**Run 1: where the registers sit**

Other sequential cells in the stronger grey, the rest of the logic in the fainter grey.
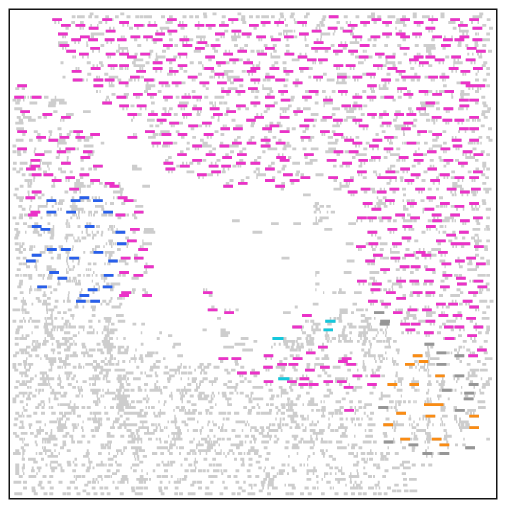
**Run 1: I/O pins on the die edge**

Pins as bars across the die edge, other pins in grey.
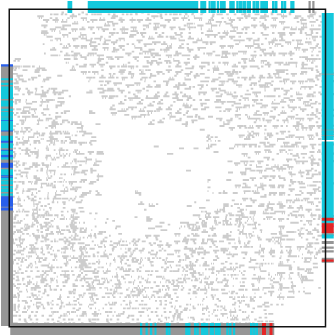
**Run 1: routed clock nets over the placement**

The bar under the picture is 100 um long.
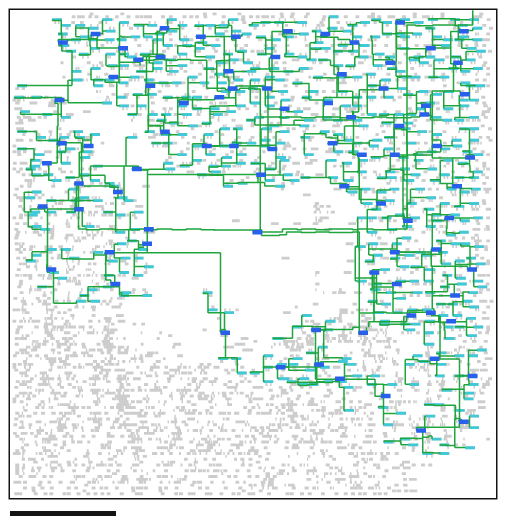
[src/rtl/dma_bridge_pkg.sv]
// Shared types and helpers for the DMA line bridge: FSM state type, transfer
// mode encodings and line/word geometry functions.
package dma_bridge_pkg;

  typedef enum logic [2:0] {
    StIdle,
    StLdWait,
    StLdWord,
    StStRd,
    StStWait,
    StStPush,
    StDone
  } bridge_state_e;

  localparam logic MODE_LOAD  = 1'b0;
  localparam logic MODE_STORE = 1'b1;

  function automatic int unsigned calc_wpl(int unsigned line_width, int unsigned word_width);
    return line_width / word_width;
  endfunction

  // Keep at least one bit so a single-word line still has a legal index.
  function automatic int unsigned calc_idx_width(int unsigned wpl);
    return (wpl > 1) ? $clog2(wpl) : 1;
  endfunction

endpackage

[src/rtl/line_packer.sv]
// Line buffer for STORE: collects memory words into slots and presents the
// assembled line straight from the register to the host write FIFO.
module line_packer import dma_bridge_pkg::*; #(
  parameter int unsigned LINE_WIDTH = 512,
  parameter int unsigned WORD_WIDTH = 32,
  localparam int unsigned WPL = calc_wpl(LINE_WIDTH, WORD_WIDTH),
  localparam int unsigned IDX_W = calc_idx_width(WPL)
) (
  input  logic                  clk,
  input  logic                  rst_n,
  input  logic                  wr_en,
  input  logic [IDX_W-1:0]      wr_slot,
  input  logic [WORD_WIDTH-1:0] wr_word,
  output logic [LINE_WIDTH-1:0] line
);

  logic [WPL-1:0][WORD_WIDTH-1:0] line_q;

  always_ff @(posedge clk or negedge rst_n) begin
    if (!rst_n) begin
      line_q <= '0;
    end else if (wr_en) begin
      line_q[wr_slot] <= wr_word;
    end
  end

  assign line = line_q;

endmodule

[src/rtl/dma_line_bridge.sv]
// Moves host cache lines to/from the word-wide memory port (LOAD unpacks, STORE packs).
// Optional DMA_LINE_BRIDGE_CHECKSUM_EN adds a per-job XOR checksum output.
module dma_line_bridge import dma_bridge_pkg::*; #(
  parameter int unsigned LINE_WIDTH  = 512,
  parameter int unsigned WORD_WIDTH  = 32,
  parameter int unsigned ADDR_WIDTH  = 28,
  parameter int unsigned COUNT_WIDTH = 16
) (
  input  logic                   clk,
  input  logic                   rst_n,
  input  logic                   start,
  input  logic                   mode,
  input  logic [ADDR_WIDTH-1:0]  base_addr,
  input  logic [COUNT_WIDTH-1:0] num_lines,
  output logic                   busy,
  output logic                   done,
  input  logic                   host_empty,
  input  logic [LINE_WIDTH-1:0]  host_rd_data,
  output logic                   host_rd_en,
  input  logic                   host_full,
  output logic [LINE_WIDTH-1:0]  host_wr_data,
  output logic                   host_wr_en,
  output logic                   mem_en,
  output logic                   mem_wr_en,
  output logic [ADDR_WIDTH-1:0]  mem_addr,
  output logic [WORD_WIDTH-1:0]  mem_wdata,
  input  logic                   mem_ready,
  input  logic [WORD_WIDTH-1:0]  mem_rdata,
  input  logic                   mem_rvalid
`ifdef DMA_LINE_BRIDGE_CHECKSUM_EN
  ,
  output logic [WORD_WIDTH-1:0]  checksum
`endif
);

  localparam int unsigned WPL   = calc_wpl(LINE_WIDTH, WORD_WIDTH);
  localparam int unsigned IDX_W = calc_idx_width(WPL);

  bridge_state_e          state_q, state_d;
  logic [IDX_W-1:0]       word_idx_q, word_idx_d;
  logic [COUNT_WIDTH-1:0] line_cnt_q, line_cnt_d;
  logic [COUNT_WIDTH-1:0] num_lines_q, num_lines_d;
  logic [ADDR_WIDTH-1:0]  addr_q, addr_d;
  logic                   last_word, last_line, line_wr;

  logic [WPL-1:0][WORD_WIDTH-1:0] rd_words;
  assign rd_words = host_rd_data;

  assign last_word = (word_idx_q == IDX_W'(WPL - 1));
  assign last_line = ((line_cnt_q + COUNT_WIDTH'(1)) == num_lines_q);
  assign mem_addr  = addr_q;

  always_comb begin
    state_d     = state_q;
    word_idx_d  = word_idx_q;
    line_cnt_d  = line_cnt_q;
    num_lines_d = num_lines_q;
    addr_d      = addr_q;
    busy        = (state_q != StIdle);
    done        = 1'b0;
    host_rd_en  = 1'b0;
    host_wr_en  = 1'b0;
    mem_en      = 1'b0;
    mem_wr_en   = 1'b0;
    mem_wdata   = '0;
    line_wr     = 1'b0;

    unique case (state_q)
      StIdle: begin
        if (start) begin
          num_lines_d = num_lines;
          addr_d      = base_addr;
          word_idx_d  = '0;
          line_cnt_d  = '0;
          if (num_lines == '0)        state_d = StDone;
          else if (mode == MODE_LOAD) state_d = StLdWait;
          else                        state_d = StStRd;
        end
      end
      StLdWait: begin
        if (!host_empty) state_d = StLdWord;
      end
      StLdWord: begin
        mem_en    = 1'b1;
        mem_wr_en = 1'b1;
        mem_wdata = rd_words[word_idx_q];
        if (mem_ready) begin
          addr_d = addr_q + ADDR_WIDTH'(1);
          if (last_word) begin
            // Head line fully written: pop it in the same cycle as its last word.
            host_rd_en = 1'b1;
            word_idx_d = '0;
            line_cnt_d = line_cnt_q + COUNT_WIDTH'(1);
            state_d    = last_line ? StDone : StLdWait;
          end else begin
            word_idx_d = word_idx_q + IDX_W'(1);
          end
        end
      end
      StStRd: begin
        mem_en = 1'b1;
        if (mem_ready) begin
          addr_d  = addr_q + ADDR_WIDTH'(1);
          state_d = StStWait;
        end
      end
      StStWait: begin
        if (mem_rvalid) begin
          line_wr = 1'b1;
          if (last_word) begin
            word_idx_d = '0;
            state_d    = StStPush;
          end else begin
            word_idx_d = word_idx_q + IDX_W'(1);
            state_d    = StStRd;
          end
        end
      end
      StStPush: begin
        if (!host_full) begin
          host_wr_en = 1'b1;
          line_cnt_d = line_cnt_q + COUNT_WIDTH'(1);
          state_d    = last_line ? StDone : StStRd;
        end
      end
      StDone: begin
        done    = 1'b1;
        state_d = StIdle;
      end
      default: state_d = StIdle;
    endcase
  end

  always_ff @(posedge clk or negedge rst_n) begin
    if (!rst_n) begin
      state_q     <= StIdle;
      word_idx_q  <= '0;
      line_cnt_q  <= '0;
      num_lines_q <= '0;
      addr_q      <= '0;
    end else begin
      state_q     <= state_d;
      word_idx_q  <= word_idx_d;
      line_cnt_q  <= line_cnt_d;
      num_lines_q <= num_lines_d;
      addr_q      <= addr_d;
    end
  end

  line_packer #(
    .LINE_WIDTH(LINE_WIDTH),
    .WORD_WIDTH(WORD_WIDTH)
  ) u_line_packer (
    .clk    (clk),
    .rst_n  (rst_n),
    .wr_en  (line_wr),
    .wr_slot(word_idx_q),
    .wr_word(mem_rdata),
    .line   (host_wr_data)
  );

`ifdef DMA_LINE_BRIDGE_CHECKSUM_EN
  logic [WORD_WIDTH-1:0] checksum_q, checksum_d;

  always_comb begin
    checksum_d = checksum_q;
    if (state_q == StIdle && start) begin
      checksum_d = '0;
    end else if (state_q == StLdWord && mem_ready) begin
      checksum_d = checksum_q ^ mem_wdata;
    end else if (line_wr) begin
      checksum_d = checksum_q ^ mem_rdata;
    end
  end

  always_ff @(posedge clk or negedge rst_n) begin
    if (!rst_n) checksum_q <= '0;
    else        checksum_q <= checksum_d;
  end

  assign checksum = checksum_q;
`endif

endmodule
[config.mk]
export PLATFORM = sky130hd
export DESIGN_NAME = dma_line_bridge
export DESIGN_NICKNAME = d
export VERILOG_FILES = /design/src/rtl/dma_bridge_pkg.sv /design/src/rtl/line_packer.sv /design/src/rtl/dma_line_bridge.sv
export SDC_FILE = /design/constraint.sdc
export NUM_CORES = 1
export LEC_CHECK = 0
export ABC_AREA = 1
export CAP_MARGIN = 25
export CORE_AREA = 2 2 458 460
export DETAILED_ROUTE_END_ITERATION = 8
export DIE_AREA = 0 0 460 462
export PLACE_DENSITY_LB_ADDON = 0.05
export SETUP_SLACK_MARGIN = 0.2
export SLEW_MARGIN = 20
export SYNTH_ARGS = -nofsm -noshare
export SYNTH_HDL_FRONTEND = slang
export SYNTH_SLANG_ARGS = --single-unit
[constraint.sdc]
create_clock -name clk -period 2.95 [get_ports clk]
set_clock_uncertainty 0.15 [all_clocks]
set_input_delay 0.59 -clock clk [delete_from_list [all_inputs] [get_ports clk]]
set_output_delay 0.59 -clock clk [all_outputs]
set_load 0.02 [all_outputs]
==> out/metrics.json, run 1 <==
{
  "outcome": "finished, violations left",
  "violated_checks": "negative setup slack",
  "final_layout_size_suffix_gt1_share_pct": 16.39,
  "post_dp_cell_area_um2": 43990,
  "critical_path_peak_fanout": 7,
  "final-setup-viol-count": 33,
  "layout_setup_ws_ps": -706.0,
  "max-cap-violations": 0,
  "vias_after_detailed_routing": 29510,
  "final_core_util_pct": 24.09,
  "period_needed_ps": 3656,
  "synth.comb.largest_family": "AND-OR/OR-AND gates",
  "worst-r2r-setup-slack_ps": 360,
  "met3_usage_pct": 6.194,
  "grt_antenna_before_repair": 52,
  "stage_log_warnings": 31,
  "drt-wirelength-per-cell_um": 29.80,
  "detail_route.wirelength.met1_um": 95520,
  "unrepaired_setup_endpoints_after_global_routing": "yes",
  "synthAdderAreaFrac_pct": 0.2794,
  "critical_path.startpoint": "word_idx_q[0]$_DFFE_PN0P_",
  "met2_usage_pct": 34.09,
  "crit_path_max_incr_delay_ps": 520,
  "seqPwrFrac_pct": 25.3,
  "synth.area.mux_share_pct": 0,
  "max-vdd-ir-drop_uv": 416.5,
  "chipWidth_um": 460,
  "total_power_consumption_mw": 39.23,
  "layout.comb_gates.multi_input": 2325,
  "routed_via_density": 3.959,
  "xor_share_pct": 0.6707,
  "largestClassByArea": "buffers",
  "clock_path_buffers": 3,
  "violation_tally_from_detailed_route_iteration_zero": 1601,
  "r2r-end": "num_lines_q[1]$_DFFE_PN0P_",
  "m1_gr_usage_pct": 25.33,
  "die_outline_area_um2": 212500,
  "final_area_um2": 50130,
  "n_fill_cell": 22880,
  "count_of_inserted_tapcells": 2720,
  "number_of_synthesized_flops_with_an_enable_pin": 0,
  "finalWirelength_um": 222200
}
Notes on 'where the registers sit' above:
- mem_addr: blue (flops 28; where middle left)
- u_line_packer.line: magenta (flops 512)
- line_cnt_q: orange (flops 16; where lower right)
- word_idx_q: cyan (flops 4)
- not coloured: 19
flip-flop and latch share of the layout cell area: 28.92%
flip-flop and latch power: 9.91 mW

Notes on 'I/O pins on the die edge' above:
- host_wr_data: cyan (pins 512; direction output; edge 224 top, 205 right, 52 left, 31 bottom)
- mem_rvalid: magenta (pins 1; direction input; edge right)
- num_lines: red (pins 16; direction input; edge 11 right, 5 bottom)
- base_addr: blue (pins 28; direction input; edge left)

Notes on 'routed clock nets over the placement' above:
- flip-flops: cyan (count 579)
- clock drivers: blue (count 83)
- clock wires: green (length 12,300 um)
- routed clock nets: 84
Clk power: 10.0 mW
clock latency of the later-clocked register in the worst-skew pair: 700 ps
portion of total power attributed to the clock network: 25.5%

## Run 2: what changed since run 1
Settings changed: SKIP_LAST_GASP set to 1.
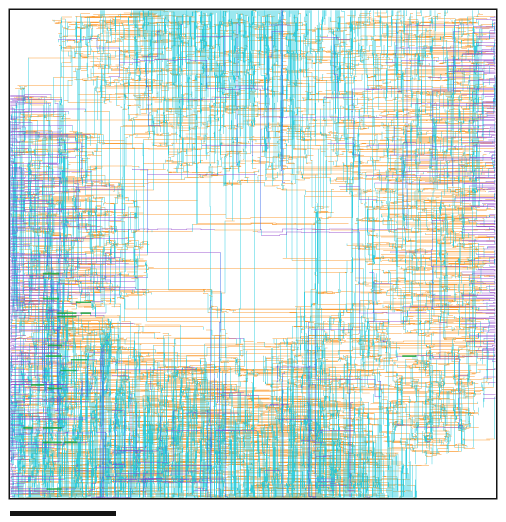
**Above:** run 2 (metal layers overlaid).
The bar under the picture is 100 um long.
- metal 1: orange (wire length 95.7 mm)
- metal 4: blue (wire length 5,420 um)
- metal 2: cyan (wire length 106 mm)
- metal 3: purple (wire length 15,700 um)
- metal 5: green (wire length 235 um)

==> out/metrics.json, run 2 <==
{
  "die_outline_area": {"value": 212500, "unit": "um^2", "change": "unchanged"},
  "seqPwrFrac": {"value": 25.1, "unit": "%", "change": "was 25.3%"},
  "drt-wirelength-per-cell": {"value": 29.92, "unit": "um", "change": "was 29.80 um"},
  "total_power_consumption": {"value": 39.51, "unit": "mW", "change": "was 39.23 mW"},
  "max-cap-violations": {"value": 0, "change": "unchanged"},
  "final_area": {"value": 50370, "unit": "um^2", "change": "was 50,130 um^2"},
  "max-vdd-ir-drop": {"value": 416.5, "unit": "uV", "change": "about the same"},
  "outcome": {"value": "finished, violations left", "change": "unchanged"},
  "met2_usage": {"value": 34.24, "unit": "%", "change": "was 34.09%"},
  "violation_tally_from_detailed_route_iteration_zero": {"value": 1709, "change": "was 1,601"},
  "xor_share": {"value": 0.6707, "unit": "%", "change": "unchanged"},
  "final-setup-viol-count": {"value": 33, "change": "unchanged"},
  "stage_log_warnings": {"value": 32, "change": "was 31"},
  "synth.comb.largest_family": {"value": "AND-OR/OR-AND gates", "change": "unchanged"},
  "critical_path.startpoint": {"value": "word_idx_q[0]$_DFFE_PN0P_", "change": "unchanged"},
  "detail_route.wirelength.met1": {"value": 95670, "unit": "um", "change": "was 95,520 um"},
  "worst-r2r-setup-slack": {"value": 380, "unit": "ps", "change": "was 360 ps"},
  "post_dp_cell_area": {"value": 43990, "unit": "um^2", "change": "unchanged"},
  "layout_setup_ws": {"value": -707.0, "unit": "ps", "change": "was -706.0 ps"},
  "grt_antenna_before_repair": {"value": 54, "change": "was 52"},
  "final_core_util": {"value": 24.20, "unit": "%", "change": "was 24.09%"},
  "violated_checks": {"value": "negative setup slack", "change": "unchanged"},
  "pwr.group.clock": {"value": 9.99, "unit": "mW", "change": "was 10.0 mW"},
  "r2r-end": {"value": "num_lines_q[1]$_DFFE_PN0P_", "change": "unchanged"}
}
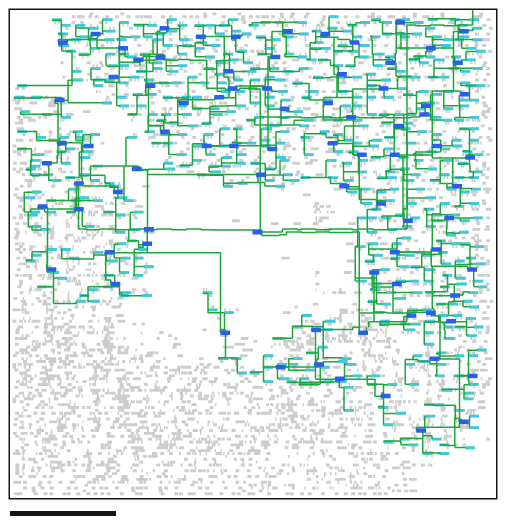
**Above:** run 2 (routed clock nets over the placement).
The bar under the picture is 100 um long.
- clock wires: green (length 12,300 um)
- flip-flops: cyan (count 579)
- clock drivers: blue (count 83)
- flops lie: all over the die
- routed clock nets: 84

Power and IR drop assume default switching activity.
